[src/rtl/multicycle_control_fsm.sv]
// Main controller for the multicycle RV32I core.
// Moore FSM sequencing fetch/decode/execute/memory/writeback.
//
// Ports:
//   clk, rst_n         clock, async active-low reset
//   op[6:0]            opcode from IR (stable from DECODE on)
//   mem_ready          memory access completes this cycle
//   pc_write, branch   PC load (unconditional / if ALU zero)
//   ir_write           IR / oldPC load
//   adr_src            memory address: 0 PC, 1 ALUOut
//   mem_read/mem_write memory strobes
//   reg_write          register-file write enable
//   alu_src_a/b        ALU operand selects
//   alu_op             00 add, 01 sub, 10 funct-decoded
//   result_src         00 ALUOut, 01 mem data, 10 ALU result
//   imm_src[2:0]       immediate format, decoded from op
//   illegal            high while trapped
//   state_o[3:0]       current state (debug)

module multicycle_control_fsm #(
   parameter bit MEM_WAIT     = 1'b1,
   parameter bit ENABLE_UPPER = 1'b1,
   parameter bit TRAP_HALT    = 1'b1
) (
   input  logic       clk,
   input  logic       rst_n,
   input  logic [6:0] op,
   input  logic       mem_ready,
   output logic       pc_write,
   output logic       branch,
   output logic       ir_write,
   output logic       adr_src,
   output logic       mem_read,
   output logic       mem_write,
   output logic       reg_write,
   output logic [1:0] alu_src_a,
   output logic [1:0] alu_src_b,
   output logic [1:0] alu_op,
   output logic [1:0] result_src,
   output logic [2:0] imm_src,
   output logic       illegal,
   output logic [3:0] state_o
);

   localparam logic [6:0] OP_LOAD   = 7'b0000011;
   localparam logic [6:0] OP_STORE  = 7'b0100011;
   localparam logic [6:0] OP_RTYPE  = 7'b0110011;
   localparam logic [6:0] OP_ITYPE  = 7'b0010011;
   localparam logic [6:0] OP_JAL    = 7'b1101111;
   localparam logic [6:0] OP_BRANCH = 7'b1100011;
   localparam logic [6:0] OP_LUI    = 7'b0110111;
   localparam logic [6:0] OP_AUIPC  = 7'b0010111;

   typedef enum logic [3:0] {
      S_FETCH    = 4'd0,
      S_DECODE   = 4'd1,
      S_MEMADR   = 4'd2,
      S_MEMREAD  = 4'd3,
      S_MEMWB    = 4'd4,
      S_MEMWRITE = 4'd5,
      S_EXECR    = 4'd6,
      S_EXECI    = 4'd7,
      S_ALUWB    = 4'd8,
      S_JAL      = 4'd9,
      S_BEQ      = 4'd10,
      S_UPPER    = 4'd11,
      S_TRAP     = 4'd12
   } state_t;

   state_t r_state;
   state_t w_dec_next;
   logic   w_rdy;
   logic   w_upper;

   assign w_rdy   = MEM_WAIT ? mem_ready : 1'b1;
   assign w_upper = ENABLE_UPPER &&
                    ((op == OP_LUI) || (op == OP_AUIPC));
   assign state_o = r_state;

   always_comb begin
      w_dec_next = S_TRAP;
      case (op)
         OP_LOAD,
         OP_STORE:  w_dec_next = S_MEMADR;
         OP_RTYPE:  w_dec_next = S_EXECR;
         OP_ITYPE:  w_dec_next = S_EXECI;
         OP_JAL:    w_dec_next = S_JAL;
         OP_BRANCH: w_dec_next = S_BEQ;
         default:   w_dec_next = w_upper ? S_UPPER : S_TRAP;
      endcase
   end

   always_ff @(posedge clk or negedge rst_n) begin
      if (!rst_n) begin
         r_state <= S_FETCH;
      end else begin
         case (r_state)
            S_FETCH:    if (w_rdy) r_state <= S_DECODE;
            S_DECODE:   r_state <= w_dec_next;
            S_MEMADR:   r_state <= (op == OP_LOAD) ? S_MEMREAD
                                                   : S_MEMWRITE;
            S_MEMREAD:  if (w_rdy) r_state <= S_MEMWB;
            S_MEMWB:    r_state <= S_FETCH;
            S_MEMWRITE: if (w_rdy) r_state <= S_FETCH;
            S_EXECR:    r_state <= S_ALUWB;
            S_EXECI:    r_state <= S_ALUWB;
            S_UPPER:    r_state <= S_ALUWB;
            S_ALUWB:    r_state <= S_FETCH;
            S_JAL:      r_state <= S_ALUWB;
            S_BEQ:      r_state <= S_FETCH;
            S_TRAP:     if (!TRAP_HALT) r_state <= S_FETCH;
            default:    r_state <= S_FETCH;
         endcase
      end
   end

   // Outputs decode the state register; reset forces them low
   // immediately so an in-flight write is dropped at once.
   always_comb begin
      pc_write   = 1'b0;
      branch     = 1'b0;
      ir_write   = 1'b0;
      adr_src    = 1'b0;
      mem_read   = 1'b0;
      mem_write  = 1'b0;
      reg_write  = 1'b0;
      alu_src_a  = 2'b00;
      alu_src_b  = 2'b00;
      alu_op     = 2'b00;
      result_src = 2'b00;
      imm_src    = 3'b000;
      illegal    = 1'b0;
      if (rst_n) begin
         case (op)
            OP_STORE:  imm_src = 3'b001;
            OP_BRANCH: imm_src = 3'b010;
            OP_JAL:    imm_src = 3'b011;
            OP_LUI,
            OP_AUIPC:  imm_src = ENABLE_UPPER ? 3'b100 : 3'b000;
            default:   imm_src = 3'b000;
         endcase
         case (r_state)
            S_FETCH: begin
               mem_read   = 1'b1;
               alu_src_b  = 2'b10;
               result_src = 2'b10;
               ir_write   = w_rdy;
               pc_write   = w_rdy;
            end
            S_DECODE: begin
               alu_src_a = 2'b01;
               alu_src_b = 2'b01;
            end
            S_MEMADR: begin
               alu_src_a = 2'b10;
               alu_src_b = 2'b01;
            end
            S_MEMREAD: begin
               adr_src  = 1'b1;
               mem_read = 1'b1;
            end
            S_MEMWB: begin
               result_src = 2'b01;
               reg_write  = 1'b1;
            end
            S_MEMWRITE: begin
               adr_src   = 1'b1;
               mem_write = 1'b1;
            end
            S_EXECR: begin
               alu_src_a = 2'b10;
               alu_op    = 2'b10;
            end
            S_EXECI: begin
               alu_src_a = 2'b10;
               alu_src_b = 2'b01;
               alu_op    = 2'b10;
            end
            S_UPPER: begin
               alu_src_a = (op == OP_LUI) ? 2'b11 : 2'b01;
               alu_src_b = 2'b01;
            end
            S_ALUWB: begin
               reg_write = 1'b1;
            end
            S_JAL: begin
               alu_src_a = 2'b01;
               alu_src_b = 2'b10;
               pc_write  = 1'b1;
            end
            S_BEQ: begin
               alu_src_a = 2'b10;
               alu_op    = 2'b01;
               branch    = 1'b1;
            end
            S_TRAP: begin
               illegal = 1'b1;
            end
            default: ;
         endcase
      end
   end

endmodule

[config.mk]
export PLATFORM = sky130hd
export DESIGN_NAME = multicycle_control_fsm
export DESIGN_NICKNAME = d
export VERILOG_FILES = /design/src/rtl/multicycle_control_fsm.sv
export SDC_FILE = /design/constraint.sdc
export NUM_CORES = 1
export LEC_CHECK = 0
export CORE_MARGIN = 1
export CORE_UTILIZATION = 41
export CTS_BUF_LIST = sky130_fd_sc_hd__clkbuf_8
export DETAILED_ROUTE_END_ITERATION = 8
export PLACE_DENSITY = 0.82
export REMOVE_ABC_BUFFERS = 1
export SLEW_MARGIN = 10
export SYNTH_ARGS = -nofsm -noshare
export SYNTH_HDL_FRONTEND = slang
export SYNTH_SLANG_ARGS = --single-unit
[constraint.sdc]
create_clock -name clk -period 2.2 [get_ports clk]
set_clock_uncertainty 0.15 [all_clocks]
set_input_delay 0.44 -clock clk [delete_from_list [all_inputs] [get_ports clk]]
set_output_delay 0.44 -clock clk [all_outputs]
set_load 0.01 [all_outputs]
Fig. 1: met2 routing
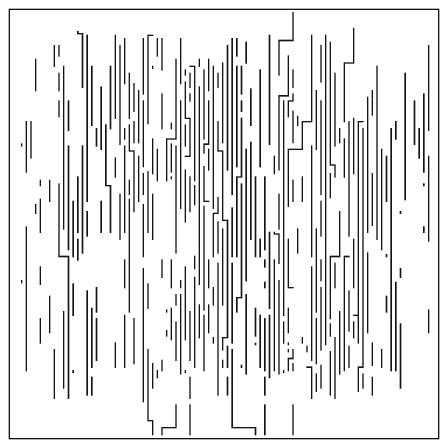
wire length on this layer = 1410 um
main direction = vertical
longest straight run = 30.4 um
vias: 1054
DRT Wirelength: 2.68 mm
global-route met2 utilization: 0.600

==> qor.csv <==
stage,metric,value,unit
final_timing,timing.fmax,0.463,GHz
power,ir_worst_vdd,0.462,mV
final_timing,rsz0062_at_grt,true,
final_timing,setup_violations,0,
final_timing,tns,0,ns
final_timing,worst_pin_slew,0.385,ns
power,pwr-share-clk,0.146,
power,p_int,0.626,mW
run,drv_cap,0,
placed_design,place.port_buffers,32,
floorplan,core,1510,sq um
final_layout,largest_register_ffs,4,
setup_path,cp.arrival,1.57,ns
setup_path,timing.rr.start,state_o[1],
final_layout,n_antenna_cell,0,
synthesis,postSynthSeqShare,0.152,
setup_path,critical_path.max_fanout,5,
power,power.leakage,0.665,nW
setup_path,cp-start-kind,flip-flop,
clocking,clock.latency.late_pin,0.22,ns
power,p_comb_frac,0.719,
routing,drtPass1Iterations,5,
global_routing,grt-ovfl-total,0,
setup_path,critPathKind,reg -> out,
synthesis,netlist.area_leader.share,0.152,
setup_path,timing.rr.end,state_o[0],
power,power.switching,0.431,mW
floorplan,die_w,42.1,um
run,warnings,26,
synthesis,edf_count,0,
power,seqPwrFrac,0.135,
synthesis,yosysChipArea,659,sq um
synthesis,async_reset_ff_frac,1.00,
clocking,cts_tree,yes,
floorplan,fp_util,0.438,
setup_path,path_cells,"buf_4, nor4b_2, nand2_1, o21ai_0, dlygate4sd2_1",
synthesis,yosysTopAreaCell,dfrtp_1,
global_routing,grt_use_total,0.321,
routing,wl_per_cell,15.4,um
global_routing,grt_pass1_vias,973,
floorplan,die_h,42.1,um
synthesis,numSynthFlops,4,
synthesis,avgSynthCellArea,6.94,sq um
clocking,cts_sinks,4,
placed_design,gp_congestion,0.851,
global_routing,antenna_found_initial,0,
routing,drc,0,
power,p_per_area,821,nW/um^2
final_timing,period_used_share,0.981,
status,status,finished clean,
global_routing,grt_max_degree,10,
placed_design,dp_hpwl,1.76,mm
final_layout,fin_nets,170,
floorplan,die-area,1770,sq um
clocking,cts.clk_slew.worst_paths,0.03,ns
final_timing,hold_violations,0,
power,sw_frac_of_total,0.408,
setup_path,end_kind,output port,
global_routing,grt_first_pass_wirelength,4.34,mm
floorplan,ios,33,
clocking,cts_root_buffer,clkbuf_8,
final_timing,maxSlewHeadroom,0.737,
final_timing,drv_slew,0,
clocking,cts_buffers,3,
floorplan,placementRows,14,
routing,ant_nets,0,
clocking,clockBufferDepth,2,
clocking,htreeDepth,1,
routing,drt_iter0_drc,41,
Fig. 2: drive-strength map
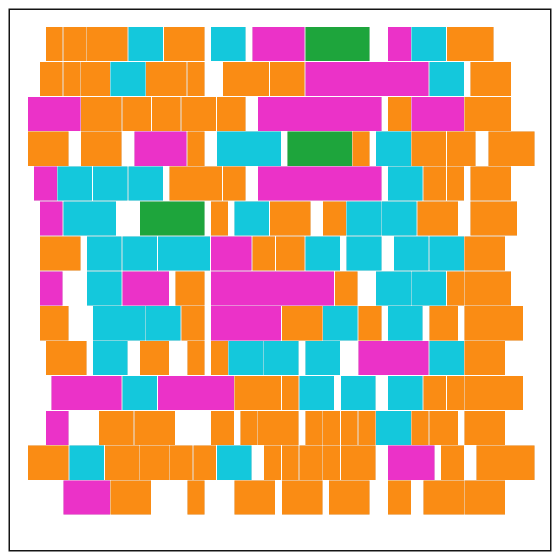
magenta -> x2  # cells 21, share 13%, most used dfrtp_2
green -> x6 and larger  # cells 3, share 1.9%, most used clkbuf_8
cyan -> x3 and x4  # cells 41, share 26%, most used buf_4
orange -> x1 and smaller  # cells 93, share 59%, most used dlygate4sd2_1
nonclk buf count: 70
post-route cell area: 1290 sq um
P&R area growth vs syn: 95.3%
setup slack after layout: 0.0410 ns

[cell usage after synthesis (2+ instances only)]
library cell,n
nand2b_1,2
nor3b_1,4
nor3_1,7
a21oi_1,2
nor2b_1,5
xnor2_1,3
inv_1,3
and2_1,2
dfrtp_1,4
a2111oi_0,2
nand2_1,8
o21ai_0,7
nor2_1,12
clkbuf_1,4
nand3_1,4
buf_2,3
and3_1,2
[logic make-up after synthesis]
logic type,synth area share
simple gates,0.467
buf+inv,0.0968
mux,0.0171
flops,0.152
xor+xnor,0.0531
compound gates,0.214
[critical path: cells and delay by family (launching register included)]
family                 cells  cell delay (ns)
and+or+nand+nor            2             0.41
DFF                        1             0.43
AOI/OAI and AO/OA          1             0.07
buffers and inverters      2             0.43
[power groups by stage]
stage | clock (mW) | combinational [mW] | sequential, mW
after floorplan | 0 | 0.239 | 0.190
after global placement | 0 | 0.634 | 0.163
after detailed placement | 0 | 0.659 | 0.166
after CTS | 0.156 | 0.719 | 0.140
after global routing | 0.162 | 0.820 | 0.147
final | 0.154 | 0.760 | 0.142
[metrics by stage]
stage	power (mW)	hold WS (ns)	util	instances	worst slack, ns
2_1_floorplan	0.429	-0.00559	-	85	0.226
3_3_place_gp	0.797	0.676	0.783	164	-0.673
3_5_place_dp	0.825	0.676	0.783	164	-0.690
4_1_cts	1.02	0.154	0.831	172	0.0144
5_1_grt	1.13	0.177	0.855	174	-0.00449
6_report	1.06	0.174	0.855	174	0.0410
[how the worst max path moves through the flow]
stage	startpoint	endpoint	slack (ns)	cells past startpoint
after CTS	op[3]	alu_src_a[1]	0.01	6
after floorplan	state_o[1]	mem_read	0.23	2
after global routing	state_o[2]	alu_src_b[0]	-0.004	5
after global placement	op[4]	alu_src_a[1]	-0.67	6
after detailed placement	op[4]	alu_src_a[1]	-0.69	6
final	state_o[1]	alu_src_b[0]	0.04	5
[metal layers]
layer	track usage	vias to the layer above	routed length [um]
met5	0	-	0
met4	0.163	0	73
met3	0.0690	9	197
met2	0.600	80	1410
met1	0.331	498	1000
li1	-	467	-
[layout by cell type (no fill, tap or decap), types with 3 or more instances in the layout]
cell type         n
buf_2             3
buf_4            37
clkbuf_8          3
clkdlybuf4s50_1   5
dfrtp_2           4
dlygate4sd2_1    18
dlymetal6s2s_1    3
inv_1             3
nand2_1           8
nor2_1           11
nor2b_1           4
nor3_1            6
nor3b_1           4
o21ai_0           7
[area by class of cell]
class / instances / area [sq um]
Timing Repair Buffer: 70 / 571
Multi-Input combinational cell: 78 / 539
Fill cell: 90 / 219
Sequential cell: 4 / 105
Clock buffer: 3 / 41.3
Tap cell: 16 / 20.0
Inverter: 3 / 11.3
[what timing repair did]
| action | CTS | global route |
|---|---|---|
| endpoints found under the setup margin | 19 | 6 |
| pin swaps | 4 | 4 |
| setup buffers | 5 | 2 |
| cloned | 0 | 0 |
| hold buffers | 0 | 0 |
| gates resized | 46 | 10 |
Power and IR drop assume default switching activity.
